### config.mk
export PLATFORM = sky130hd
export DESIGN_NAME = rf_wb_arbiter
export DESIGN_NICKNAME = d
export VERILOG_FILES = /design/src/rtl/rf_pkg.sv /design/src/rtl/rr_arbiter.sv /design/src/rtl/rf_wb_arbiter.sv
export SDC_FILE = /design/constraint.sdc
export NUM_CORES = 1
export LEC_CHECK = 0
export ABC_AREA = 1
export CAP_MARGIN = 20
export CORE_ASPECT_RATIO = 1.5
export CORE_MARGIN = 4
export CORE_UTILIZATION = 39
export CTS_CLUSTER_DIAMETER = 30
export DETAILED_ROUTE_END_ITERATION = 12
export PLACE_DENSITY = 0.93
export SLEW_MARGIN = 10
export SYNTH_ARGS = -nofsm -noshare
export SYNTH_HDL_FRONTEND = slang
export SYNTH_SLANG_ARGS = --single-unit
### constraint.sdc
create_clock -name clk -period 2.45 [get_ports clk]
set_clock_uncertainty 0.15 [all_clocks]
set_input_delay 0.49 -clock clk [delete_from_list [all_inputs] [get_ports clk]]
set_output_delay 0.49 -clock clk [all_outputs]
set_load 0.05 [all_outputs]
### src/rtl/rf_pkg.sv
// Register-file constants shared by the writeback arbiter and its sub-blocks.
package rf_pkg;

    localparam int XLEN     = 32;
    localparam int AW       = 5;
    localparam int NUM_REGS = 32;

    localparam logic [AW-1:0] X0_ADDR = '0;

endpackage

### src/rtl/rr_arbiter.sv
// Combinational round-robin arbiter: the first requester at or after ptr (wrapping) gets the one-hot grant.
module rr_arbiter #(
    parameter int N  = 3,
    parameter int PW = (N > 1) ? $clog2(N) : 1
) (
    input  logic [N-1:0]  req,
    input  logic [PW-1:0] ptr,
    output logic [N-1:0]  grant
);

    logic found;

    // Scan positions ptr, ptr+1, ... and grant only the first one holding a request.
    always_comb begin
        grant = '0;
        found = 1'b0;
        for (int k = 0; k < N; k++) begin
            for (int i = 0; i < N; i++) begin
                if (!found && req[i] && (((int'(ptr) + k) % N) == i)) begin
                    grant[i] = 1'b1;
                    found    = 1'b1;
                end
            end
        end
    end

endmodule

### src/rtl/rf_wb_arbiter.sv
// Shares the register-file write port among writeback sources and tracks
// destinations with a pending write so issue can stall on RAW/WAW hazards.
module rf_wb_arbiter
    import rf_pkg::*;
#(
    parameter int NUM_REQ = 3
) (
    input  logic                    clk,
    input  logic                    res,
    input  logic [NUM_REQ-1:0]      req_valid,
    input  logic [NUM_REQ*AW-1:0]   req_rd,
    input  logic [NUM_REQ*XLEN-1:0] req_data,
    output logic [NUM_REQ-1:0]      req_ready,
    input  logic                    alloc_valid,
    input  logic [AW-1:0]           alloc_rd,
    output logic [AW-1:0]           rf_a3,
    output logic [XLEN-1:0]         rf_wd,
    output logic                    wb_valid,
    output logic [NUM_REGS-1:0]     busy,
    output logic                    err_waw
);

    localparam int PW = (NUM_REQ > 1) ? $clog2(NUM_REQ) : 1;

    logic [PW-1:0]       rr_ptr;
    logic [PW-1:0]       sel;
    logic [NUM_REQ-1:0]  grant;
    logic                transfer;
    logic [AW-1:0]       sel_rd;
    logic [XLEN-1:0]     sel_data;
    logic [NUM_REGS-1:0] busy_next;
    logic                waw_hit;

    rr_arbiter #(
        .N  (NUM_REQ),
        .PW (PW)
    ) u_arb (
        .req   (req_valid),
        .ptr   (rr_ptr),
        .grant (grant)
    );

    assign req_ready = res ? '0 : grant;
    assign transfer  = |(req_valid & req_ready);

    always_comb begin
        sel      = '0;
        sel_rd   = '0;
        sel_data = '0;
        for (int i = 0; i < NUM_REQ; i++) begin
            if (grant[i]) begin
                sel      = PW'(i);
                sel_rd   = req_rd[i*AW +: AW];
                sel_data = req_data[i*XLEN +: XLEN];
            end
        end
    end

    // The retiring write clears its bit first so a same-cycle re-allocation of that register wins.
    always_comb begin
        busy_next = busy;
        if (wb_valid) begin
            busy_next[rf_a3] = 1'b0;
        end
        if (alloc_valid && (alloc_rd != X0_ADDR)) begin
            busy_next[alloc_rd] = 1'b1;
        end
        busy_next[0] = 1'b0;
    end

    assign waw_hit = alloc_valid && (alloc_rd != X0_ADDR) && busy[alloc_rd]
                     && !(wb_valid && (rf_a3 == alloc_rd));

    // x0 writes are accepted but leave the port idle so the write-every-cycle RF stays safe.
    always_ff @(posedge clk) begin
        if (res) begin
            rr_ptr   <= '0;
            rf_a3    <= '0;
            rf_wd    <= '0;
            wb_valid <= 1'b0;
            busy     <= '0;
            err_waw  <= 1'b0;
        end else begin
            if (transfer) begin
                rr_ptr <= (sel == PW'(NUM_REQ - 1)) ? '0 : sel + 1'b1;
            end
            if (transfer && (sel_rd != X0_ADDR)) begin
                rf_a3    <= sel_rd;
                rf_wd    <= sel_data;
                wb_valid <= 1'b1;
            end else begin
                rf_a3    <= '0;
                rf_wd    <= '0;
                wb_valid <= 1'b0;
            end
            busy <= busy_next;
            if (waw_hit) begin
                err_waw <= 1'b1;
            end
        end
    end

endmodule

Figure 1. Clock network drawn from the DEF.
Scale bar: 20 um.
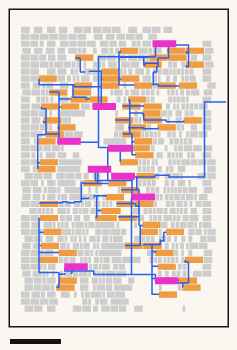
legend:
  magenta:
    item: clock drivers
    count: 9
  blue:
    item: clock wires
    length: 839 um
  orange:
    item: flip-flops
    count: 72
routed clock nets: 10

==> impl_metrics.json <==
{
  "r2r-start": "rr_ptr[0]",
  "hold_end": "busy[21]",
  "syn_avg_cell_area_um2": 7.36,
  "final_area_mm2": 0.00636,
  "sh_comb_area_pct": 29.5,
  "clock_cell_area_share_pct": 4.78,
  "grt_usage_pct": 25.7,
  "cts_max_path_buffers": 2,
  "power.density_mw_per_mm2": 1230,
  "clock-sinks": 72,
  "flop_cell": "dfxtp_1",
  "r2r_slack_ns": -0.10,
  "ys_ff": 72,
  "met1_usage_pct": 24.1,
  "final_nets": 830,
  "status": "complete, but fails checks",
  "antenna_found_initial": 0,
  "fillers": 613,
  "r2r-end": "rf_wd[28]",
  "dieHeight_um": 123,
  "n_all_inverters": 38,
  "area_dominant_class": "non-clock buffers",
  "chipArea_mm2": 0.0105,
  "path_class": "reg2out",
  "top_usage_layer": "met2",
  "gp_congestion": 1.01,
  "tap_cells": 107,
  "violations": "setup timing",
  "hold_depth": 2,
  "timing.final.crit_share_pct": 106,
  "seq-cell-share_pct": 22.7,
  "drive_gt1_share_pct": 15.3,
  "wl_per_cell_um": 17.6,
  "crit_start": "rr_ptr[0]",
  "max_freq_mhz": 386,
  "pwr-share-clk_pct": 16.8,
  "fin_util_pct": 74.7,
  "rr_worst_depth": 16,
  "finalWorstSetupSlack_ns": -0.143,
  "grt_pass1_wl_um": 21100,
  "synth_top_cell_by_area": "dfxtp_1",
  "synthCells": 470,
  "post-route-min-period_ns": 2.59,
  "setup_viol": 40,
  "combPwrFrac_pct": 62.0,
  "fp_util_pct": 40.6,
  "synth_cell_types": 29
}
Figure 2. Zoomed window.
Window x 49 to 79, y 16 to 46 um. Cells in gray, sequential cells in the stronger gray; small squares are vias.
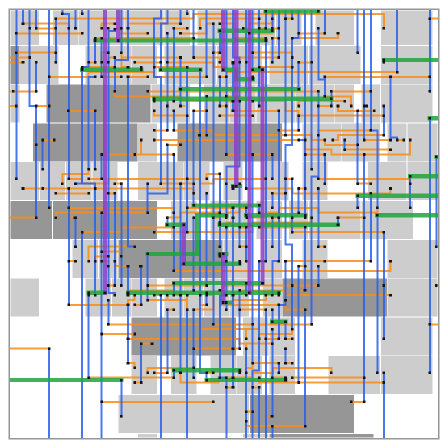
legend:
  green:
    layer: metal 3
  blue:
    layer: metal 2
  purple:
    layer: metal 4
  orange:
    layer: metal 1
cells with their middle in the window: 87
netlist names of flops here include: busy (8)
most frequent: nand2_1 (15), clkdlybuf4s50_1 (14), o21ai_0 (11)
sequential cells in the window: 8

logic make-up (layout without fill, tap and decap cells):
group	count (synthesis)	after routing	synth area share (%)
other	1	1	0.108
xor gates and xnor gates	3	3	0.760
buffers and inverters	60	301	7.89
adders and majority gates	2	2	0.723
AOI/OAI and AO/OA	144	144	25.7
DFF	72	72	41.7
and+or+nand+nor	188	188	23.1
critical path: stages (launching register included):
cell     delay, ns
dfxtp_2       0.34
inv_2         0.05
ha_4          0.26
nand2_4       0.08
nand2_4       0.07
inv_4         0.06
o21ai_2       0.06
nor2_2        0.13
nand4_1       0.13
nand2_1       0.12
inv_2         0.06
nor2_4        0.11
buf_12        0.15
per-layer routing:
metal | wire [um] | share of wire, % | vias to the layer above
met5 | 0 | 0 | -
met4 | 777 | 5.4 | 0
met3 | 1390 | 9.6 | 70
met2 | 7640 | 53 | 336
met1 | 4570 | 32 | 2022
li1 | - | - | 2091
what timing repair did:
item                                    4_1_cts  5_1_grt
pin swaps                                     7       10
buffers inserted                              5        4
gates resized                                25       16
gates cloned                                  0        4
endpoints found under the setup margin       38       40
state kept, by name, summed over array words and instances (netlist names):
name	cells
rr_ptr	2
err_waw	1
wb_valid	1
busy	31
rf_wd	32
rf_a3	5
power groups by stage:
stage | logic, mW | registers (mW) | clock network (mW)
floorplan | 1.68 | 2.63 | 0
global placement | 4.13 | 1.65 | 0
detailed placement | 4.23 | 1.66 | 0
CTS | 4.43 | 1.65 | 1.33
global route | 5.14 | 1.69 | 1.38
finish | 4.84 | 1.66 | 1.31
through the flow:
stage	cells	setup TNS (ns)
2_1_floorplan	470	-0.0873
3_3_place_gp	790	-7.61
3_5_place_dp	790	-13.10
4_1_cts	811	-1.71
5_1_grt	818	-7.96
6_report	818	-3.34
Power figures rest on the tool's default switching activity, not on a simulated workload.
